[src/rtl/dmem_port_arbiter.sv]
// dmem_port_arbiter: shares the single-ported data memory between the CPU s4 stage and a
// debug/loader port. The CPU wins every conflict unless the optional starvation guard
// (macro DMEM_ARB_STARVE_GUARD_EN) forces one debug grant after MAX_WAIT refused cycles.
// Grants are combinational; read data returns one cycle after a granted read.
module dmem_port_arbiter #(
  parameter int unsigned ADDR_W   = 12,
  parameter int unsigned MAX_WAIT = 8
) (
  input  logic              clk,
  input  logic              rst_n,
  // CPU port
  input  logic              cpu_req,
  input  logic              cpu_we,
  input  logic [ADDR_W-1:0] cpu_addr,
  input  logic [31:0]       cpu_wdata,
  input  logic [3:0]        cpu_be,
  output logic              cpu_gnt,
  output logic              cpu_rvalid,
  output logic [31:0]       cpu_rdata,
  output logic              cpu_stall,
  // Debug / loader port
  input  logic              dbg_req,
  input  logic              dbg_we,
  input  logic [ADDR_W-1:0] dbg_addr,
  input  logic [31:0]       dbg_wdata,
  input  logic [3:0]        dbg_be,
  output logic              dbg_gnt,
  output logic              dbg_rvalid,
  output logic [31:0]       dbg_rdata,
  // Memory macro
  output logic              mem_en,
  output logic [3:0]        mem_we,
  output logic [ADDR_W-1:0] mem_addr,
  output logic [31:0]       mem_wdata,
  input  logic [31:0]       mem_rdata
);

  typedef enum logic [0:0] {StCpuPri, StDbgForce} state_e;
  typedef enum logic [1:0] {OwnNone = 2'd0, OwnCpu = 2'd1, OwnDbg = 2'd2} owner_e;

  state_e state_q, state_d;
  owner_e rd_owner_q, rd_owner_d;

`ifdef DMEM_ARB_STARVE_GUARD_EN
  localparam logic [7:0] MaxWait   = 8'(MAX_WAIT);
  localparam logic [7:0] MaxWaitM1 = 8'(MAX_WAIT - 1);

  logic [7:0] wait_cnt_q, wait_cnt_d;
  logic       dbg_refused;
`else
  logic       unused_max_wait;
  assign unused_max_wait = ^8'(MAX_WAIT);
`endif

  // Grant selection; held off during reset so nothing reaches memory while rst_n is low
  always_comb begin
    cpu_gnt = 1'b0;
    dbg_gnt = 1'b0;
    if (rst_n) begin
      if (state_q == StDbgForce && dbg_req) begin
        dbg_gnt = 1'b1;
      end else if (cpu_req) begin
        cpu_gnt = 1'b1;
      end else if (dbg_req) begin
        dbg_gnt = 1'b1;
      end
    end
  end

  assign cpu_stall = rst_n & cpu_req & ~cpu_gnt;

  // Mux the granted requester onto the memory port; idle bus is driven to zero
  always_comb begin
    mem_en    = cpu_gnt | dbg_gnt;
    mem_we    = 4'h0;
    mem_addr  = '0;
    mem_wdata = 32'h0;
    if (cpu_gnt) begin
      mem_we    = cpu_be & {4{cpu_we}};
      mem_addr  = cpu_addr;
      mem_wdata = cpu_wdata;
    end else if (dbg_gnt) begin
      mem_we    = dbg_be & {4{dbg_we}};
      mem_addr  = dbg_addr;
      mem_wdata = dbg_wdata;
    end
  end

`ifdef DMEM_ARB_STARVE_GUARD_EN
  assign dbg_refused = dbg_req & ~dbg_gnt;

  // Starvation counter and force decision; a dropped request always clears the count
  always_comb begin
    wait_cnt_d = 8'h0;
    state_d    = StCpuPri;
    if (dbg_refused) begin
      wait_cnt_d = (wait_cnt_q == MaxWait) ? wait_cnt_q : wait_cnt_q + 8'd1;
      if (wait_cnt_q == MaxWaitM1) begin
        state_d = StDbgForce;
      end
    end
  end
`else
  // Strict CPU priority: the state never leaves CPU_PRI
  always_comb begin
    state_d = StCpuPri;
  end
`endif

  // Remember who issued the read so the returning data goes to the right port
  always_comb begin
    rd_owner_d = OwnNone;
    if (cpu_gnt && !cpu_we) begin
      rd_owner_d = OwnCpu;
    end else if (dbg_gnt && !dbg_we) begin
      rd_owner_d = OwnDbg;
    end
  end

  // State, read owner and wait counter
  always_ff @(posedge clk or negedge rst_n) begin
    if (!rst_n) begin
      state_q    <= StCpuPri;
      rd_owner_q <= OwnNone;
`ifdef DMEM_ARB_STARVE_GUARD_EN
      wait_cnt_q <= 8'h0;
`endif
    end else begin
      state_q    <= state_d;
      rd_owner_q <= rd_owner_d;
`ifdef DMEM_ARB_STARVE_GUARD_EN
      wait_cnt_q <= wait_cnt_d;
`endif
    end
  end

  // Read return; the non-owner sees zero data
  always_comb begin
    cpu_rvalid = (rd_owner_q == OwnCpu);
    dbg_rvalid = (rd_owner_q == OwnDbg);
    cpu_rdata  = cpu_rvalid ? mem_rdata : 32'h0;
    dbg_rdata  = dbg_rvalid ? mem_rdata : 32'h0;
  end

endmodule

[config.mk]
export PLATFORM = sky130hd
export DESIGN_NAME = dmem_port_arbiter
export DESIGN_NICKNAME = d
export VERILOG_FILES = /design/src/rtl/dmem_port_arbiter.sv
export SDC_FILE = /design/constraint.sdc
export NUM_CORES = 1
export LEC_CHECK = 0
export ABC_CLOCK_PERIOD_IN_PS = 1450
export CAP_MARGIN = 20
export CORE_AREA = 8 8 92 94
export DETAILED_ROUTE_END_ITERATION = 12
export DIE_AREA = 0 0 100 102
export PLACE_DENSITY = 0.76
export SYNTH_ARGS = -nofsm -noshare
export SYNTH_HDL_FRONTEND = slang
export SYNTH_SLANG_ARGS = --single-unit
[constraint.sdc]
create_clock -name clk -period 1.45 [get_ports clk]
set_clock_uncertainty 0.1 [all_clocks]
set_input_delay 0.3625 -clock clk [delete_from_list [all_inputs] [get_ports clk]]
set_output_delay 0.3625 -clock clk [all_outputs]
set_load 0.005 [all_outputs]
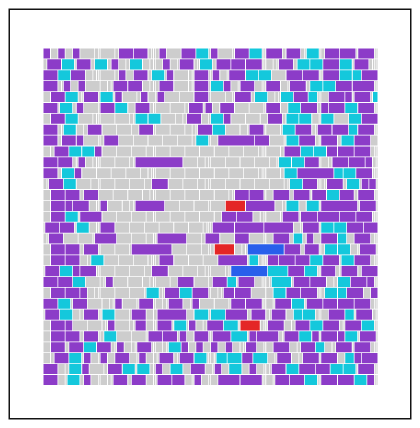
Run 1: cells colored by class
Scale: 4 px per um. Fill, decap, tap and diode cells in gray.
color	class	cells
blue	flip-flops	2
red	cells driving clock nets	3
cyan	all other logic	121
purple	other buffers and delay cells	310
final instance area: 0.00435 mm2
Core Region: 0.00706 mm2

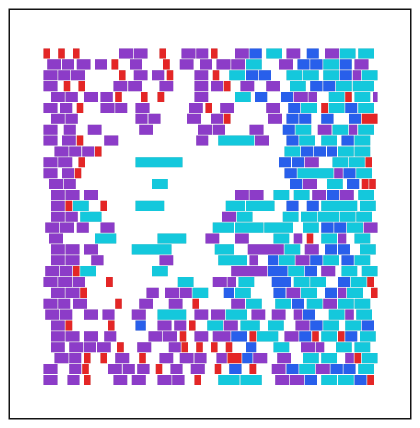
Run 1: cells by drive strength
Scale: 4 px per um.
color	size	cells
red	drive 2	63
cyan	drive 6 and up	113
blue	drive 3 to 4	63
purple	drive 1 or less	197
Area Overhead vs Synth: 323%
Worst Slack Setup Final: -0.477 ns
buffers outside the clock class: 310

==> Changelog: implementation, run 1 <==
### Implementation results

- Largest net degree at the start of global routing: 34
- Most frequent CP cell: buf_6
- Overflow left after global routing: 0
- Sink Count: 2
- Post-CTS resize count: 490
- Worst setup EP type: output pin
- Die H: 102 um
- P_seq: 59.7 uW
- DR pass1 iterations: 4
- Rows: 31
- Cell area power density: 292 mW/mm2
- # fillers: 592
- Yosys top cell by instances: and2_1
- Final setup violation count: 115
- Switching Fraction: 27.5%
- Ys cells: 141
- Comb pwr: 981 uW
- Vias per std cell: 4.38
- Hold crit path type: in -> reg
- # Post-CTS Setup Buffers: 42
- Pleak: 0.00212 uW
- GR Util All Layers: 19.8%
- Worst path required time: 0.99 ns
- CP max-delay cell: dfrtp_1
- 1st-iter DRT viols: 38
- Top cells by count: and2_1, a22o_1, buf_2
- CP arrival: 1.46 ns
- Clk pwr: 229 uW
- Vias in the first global route: 2597
- Clock share of power: 18.0%
- Syn_area_per_cell: 7.30 um2
- Post-Syn Nets: 275
- Yosys stat area: 0.00103 mm2
- Maximum vdd drop: 0.175 mV
- Flip-flops with a built-in enable: 0
- Antenna Diode Count: 0
- Fmax: 519 MHz
- Synth async-reset ratio: 100%
- Worst-path clk slew: 0.03 ns
- Outcome: finished with violations
- Mapped Cells: 141
- Slew Limit Fails: 0
- MaxCap Viol Count: 0
- CTS Root Cell: clkbuf_8
- Tmin final: 1.93 ns
- Antenna violations before repair: 0
- Failing checks: negative setup slack
- Cell-internal power: 921 uW
- RSZ-0062 raised after global routing: yes
- Chip area: 0.0102 mm2
- Max stage delay on crit path: 0.39 ns
- Top power group: combinational cells
- Port-buffer cells: 250
- Max FFs per register: 2
- Sequential share of power: 4.7%
- YS warnings: 0
- Worst setup SP type: flop
- Synth area leader: and2_1
- Fin crit share: 133%
- Final core utilization: 61.6%
- Largest Register: rd_owner_q
- Cell Chain, Critical Path: nor2b_4, buf_6, buf_6, buf_6, buf_6, and2_4, buf_6
- Worst Slack Setup Final: -0.477 ns
- Yosys cell types: 14
- Syn Std Cell Area: 0.00103 mm2
- Most instantiated logic cells after routing: clkdlybuf4s50_1, buf_6, buf_2
- Final RePlAce weighted congestion: 0.727
- Crit path max fanout: 4
- Final Hold Vio Count: 0
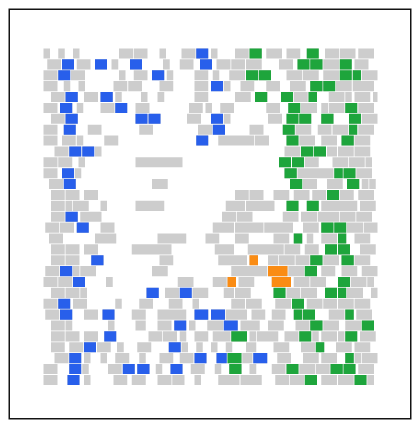
Run 1: selected gate families
Scale: 4 px per um.
color	family	cells
green	AND and OR gates	67
orange	NOR gates	4
blue	AND-OR and OR-AND gates	49
logic share of the area: 23.9%
Top cell excl fill/tap: clkdlybuf4s50_1
Layout Cells excl Fill: 535

[run 1: critical path: cells and delay by family (launching register included)]
kind / cells / cell delay [ns]
flops: 1 / 0.39
buf+inv: 5 / 0.56
simple gates: 2 / 0.29
[run 1: logic make-up (layout without fill, tap and decap cells)]
group                  Yosys count  after routing  synth area share (%)
DFF                              2              2                  4.86
buffers and inverters           18            313                  9.35
AOI/OAI and AO/OA               49             49                  42.0
other                            1              1                 0.364
and+or+nand+nor                 71             71                  43.4
[run 1: through the flow]
step / setup slack [ns] / power (uW) / TNS, ns / hold WS (ns) / cell area (um2)
final: -0.477 / 1270 / -41.88 / 0.346 / 4350
after global routing: -0.542 / 1340 / -46.25 / 0.380 / 4350
after CTS: -0.639 / 1220 / -50.42 / 0.472 / 4080
after detailed placement: -1.07 / 895 / -83.08 / 0.599 / 3660
after global placement: -1.05 / 887 / -81.37 / 0.586 / 3660
after floorplan: -0.0329 / 249 / -0.693 / -0.0331 / 1060
[run 1: per-layer routing]
layer	GRT usage [%]	part of all wire [%]	vias up
met5	0	0	-
met3	9.54	11	6
met4	4.07	0.84	0
met2	38.5	56	154
li1	-	-	1109
met1	18.3	33	1073
[run 1: area by class of cell]
cell class                      instances  area (um2)  share of cell area, %
Clock buffer                            3        41.3                  0.949
Multi-Input combinational cell        121        1040                   23.9
Sequential cell                         2        50.0                   1.15
Tap cell                               99         124                   2.85
Timing Repair Buffer                  310        3100                   71.2
[run 1: final timing paths]
kind,startpoint,to,slack [ns],cells past startpoint
setup / recovery,rd_owner_q[0]$_DFF_PN0_,cpu_rdata[1],-0.48,7
hold / removal,cpu_we,rd_owner_q[0]$_DFF_PN0_,0.35,3
max in group asynchronous,rst_n,rd_owner_q[0]$_DFF_PN0_,0.65,3
min in group asynchronous,rst_n,rd_owner_q[1]$_DFF_PN0_,0.47,3
==> run 1 -> run 2 <==
Settings changed: CAP_MARGIN 20 to unset.
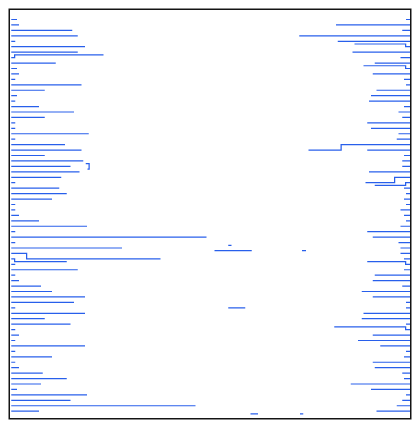
Run 2: M3 wires
Scale: 4 px per um.
wire length on this layer	1240 um
longest straight run	48.5 um
share of all routed wire	11%
WL final: 11600 um
M3 GR Usage: 9.54%

==> Changelog: implementation, run 2 <==
### Implementation results

- Outcome: finished with violations
- Failing checks: negative setup slack
- H-tree Lvls: 1
- Port-buffer cells: 250 (unchanged)
- Top cell excl fill/tap: clkdlybuf4s50_1
- Post-Syn Nets: 275 (unchanged)
- Worst path required time: 0.99 ns (about the same)
- Vias in the first global route: 2597 (unchanged)
- Cell-internal power: 921 uW (unchanged)
- Max-area cell share: 39.5%
- Die H: 102 um (unchanged)
- Final RePlAce weighted congestion: 0.727 (unchanged)
- P_sw: 348 uW
- Syn Std Cell Area: 0.00103 mm2 (unchanged)
- CP max-delay cell: dfrtp_1
- Most instantiated logic cells after routing: clkdlybuf4s50_1, buf_6, buf_2
- Synth async-reset ratio: 100% (unchanged)
- Yosys cell types: 14 (unchanged)
- RSZ-0062 raised after global routing: yes
- Worst Slack Setup Final: -0.477 ns (unchanged)
- Slew Limit Fails: 0 (unchanged)
- Antenna Diode Count: 0 (unchanged)
- Crit path max fanout: 4 (unchanged)
- Hold Path Origin: cpu_we
- Sequential share of power: 4.7% (about the same)
- CP arrival: 1.46 ns (about the same)
- Tot Pwr: 1270 uW (unchanged)
- Mapped Cells: 141 (unchanged)
- Worst setup EP type: output pin
- Final Hold Vio Count: 0 (unchanged)
- DR pass1 iterations: 4 (unchanged)
- Yosys stat area: 0.00103 mm2 (unchanged)
- Pleak: 0.00212 uW (unchanged)
- Fmax: 519 MHz (unchanged)
- CP bufs+invs: 5 (unchanged)
- TritonCTS Buffers: 3
- Cells after DPL: 480
- Most frequent CP cell: buf_6
- Sink Count: 2 (unchanged)
- Gate power share: 77.3%
- Dpl cell area: 0.00366 mm2 (unchanged)
- MaxCap Viol Count: 0 (unchanged)
- Final hold slack: 0.346 ns (unchanged)
- TritonCTS clock tree: yes
- Worst setup SP type: flop
- Final core utilization: 61.6% (unchanged)
- Ys cells: 141 (unchanged)
- Cell area power density: 292 mW/mm2 (unchanged)
- Maximum vdd drop: 0.175 mV (unchanged)
- Tmin final: 1.93 ns (unchanged)
- 1st-iter DRT viols: 38 (unchanged)
- Synth area leaders: and2_1, a22o_1, buf_2, dfrtp_1, a32o_1
- Fin crit share: 133% (unchanged)
- Overflow left after global routing: 0 (unchanged)
- Rows: 31 (unchanged)
- Ports: 252
- Top FF cell, synth: dfrtp_1
- Worst-path clk slew: 0.03 ns (about the same)
- Flip-flops with a built-in enable: 0 (unchanged)
- Register share after synthesis: 4.86%
- Largest net degree at the start of global routing: 34 (unchanged)
- Max FFs per register: 2 (unchanged)
- Final #Nets: 572
- Switching Fraction: 27.5% (unchanged)
- Vias post-DR: 2342
- DRC viols: 0
- Crit Path Class: reg -> out
- Hold crit path type: in -> reg
- Final instance area: 0.00435 mm2 (unchanged)
- DP HPWL: 7890 um
- Cell Chain, Critical Path: nor2b_4, buf_6, buf_6, buf_6, buf_6, and2_4, buf_6
- Layout cells sized above 1: 54.8%
- Chip area: 0.0102 mm2 (unchanged)
- Layout Cells excl Fill: 535 (unchanged)
- Largest Register: rd_owner_q
- GR Util All Layers: 19.8% (unchanged)
- CP top delay family: buffers and inverters
- CTS max path bufs: 2
- YS warnings: 0 (unchanged)
- Pre-CTS setup slack: -1.07 ns (unchanged)
- Antenna Nets Post-Route: 0
- Wire per inst: 21.7 um
- Yosys top cell by instances: and2_1
- Log Warnings: 29
- Initial Util: 14.6%
- Core Region: 0.00706 mm2 (unchanged)
- Max stage delay on crit path: 0.39 ns (about the same)
- Launch point of the worst path: rd_owner_q[0]$_DFF_PN0_
- Fin Setup TNS: -41.88 ns (unchanged)
- Syn_area_per_cell: 7.30 um2 (unchanged)
- Synth area leader: and2_1
- Area Overhead vs Synth: 323% (unchanged)
- Top cells by count: and2_1, a22o_1, buf_2
- Seq cells post-synth: 2
- Die X-Extent: 100 um
- Final setup violation count: 115 (unchanged)
- Clock share of power: 18.0% (about the same)
- Vias per std cell: 4.38 (unchanged)
- CTS Root Cell: clkbuf_8
- Antenna violations before repair: 0 (unchanged)
- Biggest regs: rd_owner_q x2
- First-pass GRT wire length: 15400 um
-- run 2: cell counts after synthesis --
Identical to the previous run, type by type.
-- run 2: per-layer routing --
layer | vias up | part of all wire, % | track usage, %
li1 | 1109 | - | -
met1 | 1073 | 33 | 18.3
met2 | 154 | 56 | 38.5
met3 | 6 | 11 | 9.54
met4 | 0 | 0.84 | 4.07
met5 | - | 0 | 0
-- run 2: power groups by stage --
stage | logic [uW] | registers (uW) | clock network (uW)
after global routing | 1040 | 60.0 | 237
after floorplan | 190 | 59.2 | 0
after CTS | 929 | 59.9 | 226
after global placement | 828 | 59.2 | 0
final | 981 | 59.7 | 229
after detailed placement | 836 | 59.3 | 0
-- run 2: final cells by class --
type	count	area, um2
repair buffers	310	3100
fillers	592	2710
multi-input cells	121	1040
well taps	99	124
flip-flops and latches	2	50.0
clock buffers	3	41.3
-- run 2: final timing paths --
path | cells past startpoint | endpoint | slack (ns)
setup / recovery | 7 | cpu_rdata[1] | -0.48
min in group asynchronous | 3 | rd_owner_q[1]$_DFF_PN0_ | 0.47
hold / removal | 3 | rd_owner_q[0]$_DFF_PN0_ | 0.35
max in group asynchronous | 3 | rd_owner_q[0]$_DFF_PN0_ | 0.65
-- run 2: worst min-delay path, delay by kind of cell --
family	cells	cell delay, ns
buffers and inverters	2	0.22
and+or+nand+nor	1	0.03
-- run 2: cell families (layout without fill, tap and decap cells) --
logic type,count (synthesis),count (layout),synth area share [%]
and+or+nand+nor,71,71,43.4
AOI/OAI and AO/OA,49,49,42.0
other,1,1,0.364
buffers and inverters,18,313,9.35
DFF,2,2,4.86
-- run 2: what timing repair did --
item                       4_1_cts  5_1_grt
hold buffers                     1        0
setup buffers                   42       16
pin swaps                       21       42
setup endpoints to repair      117      115
hold endpoints to repair         2        0
gates cloned                    10        4
resized                        490      172
Power figures rest on the tool's default switching activity, not on a simulated workload.
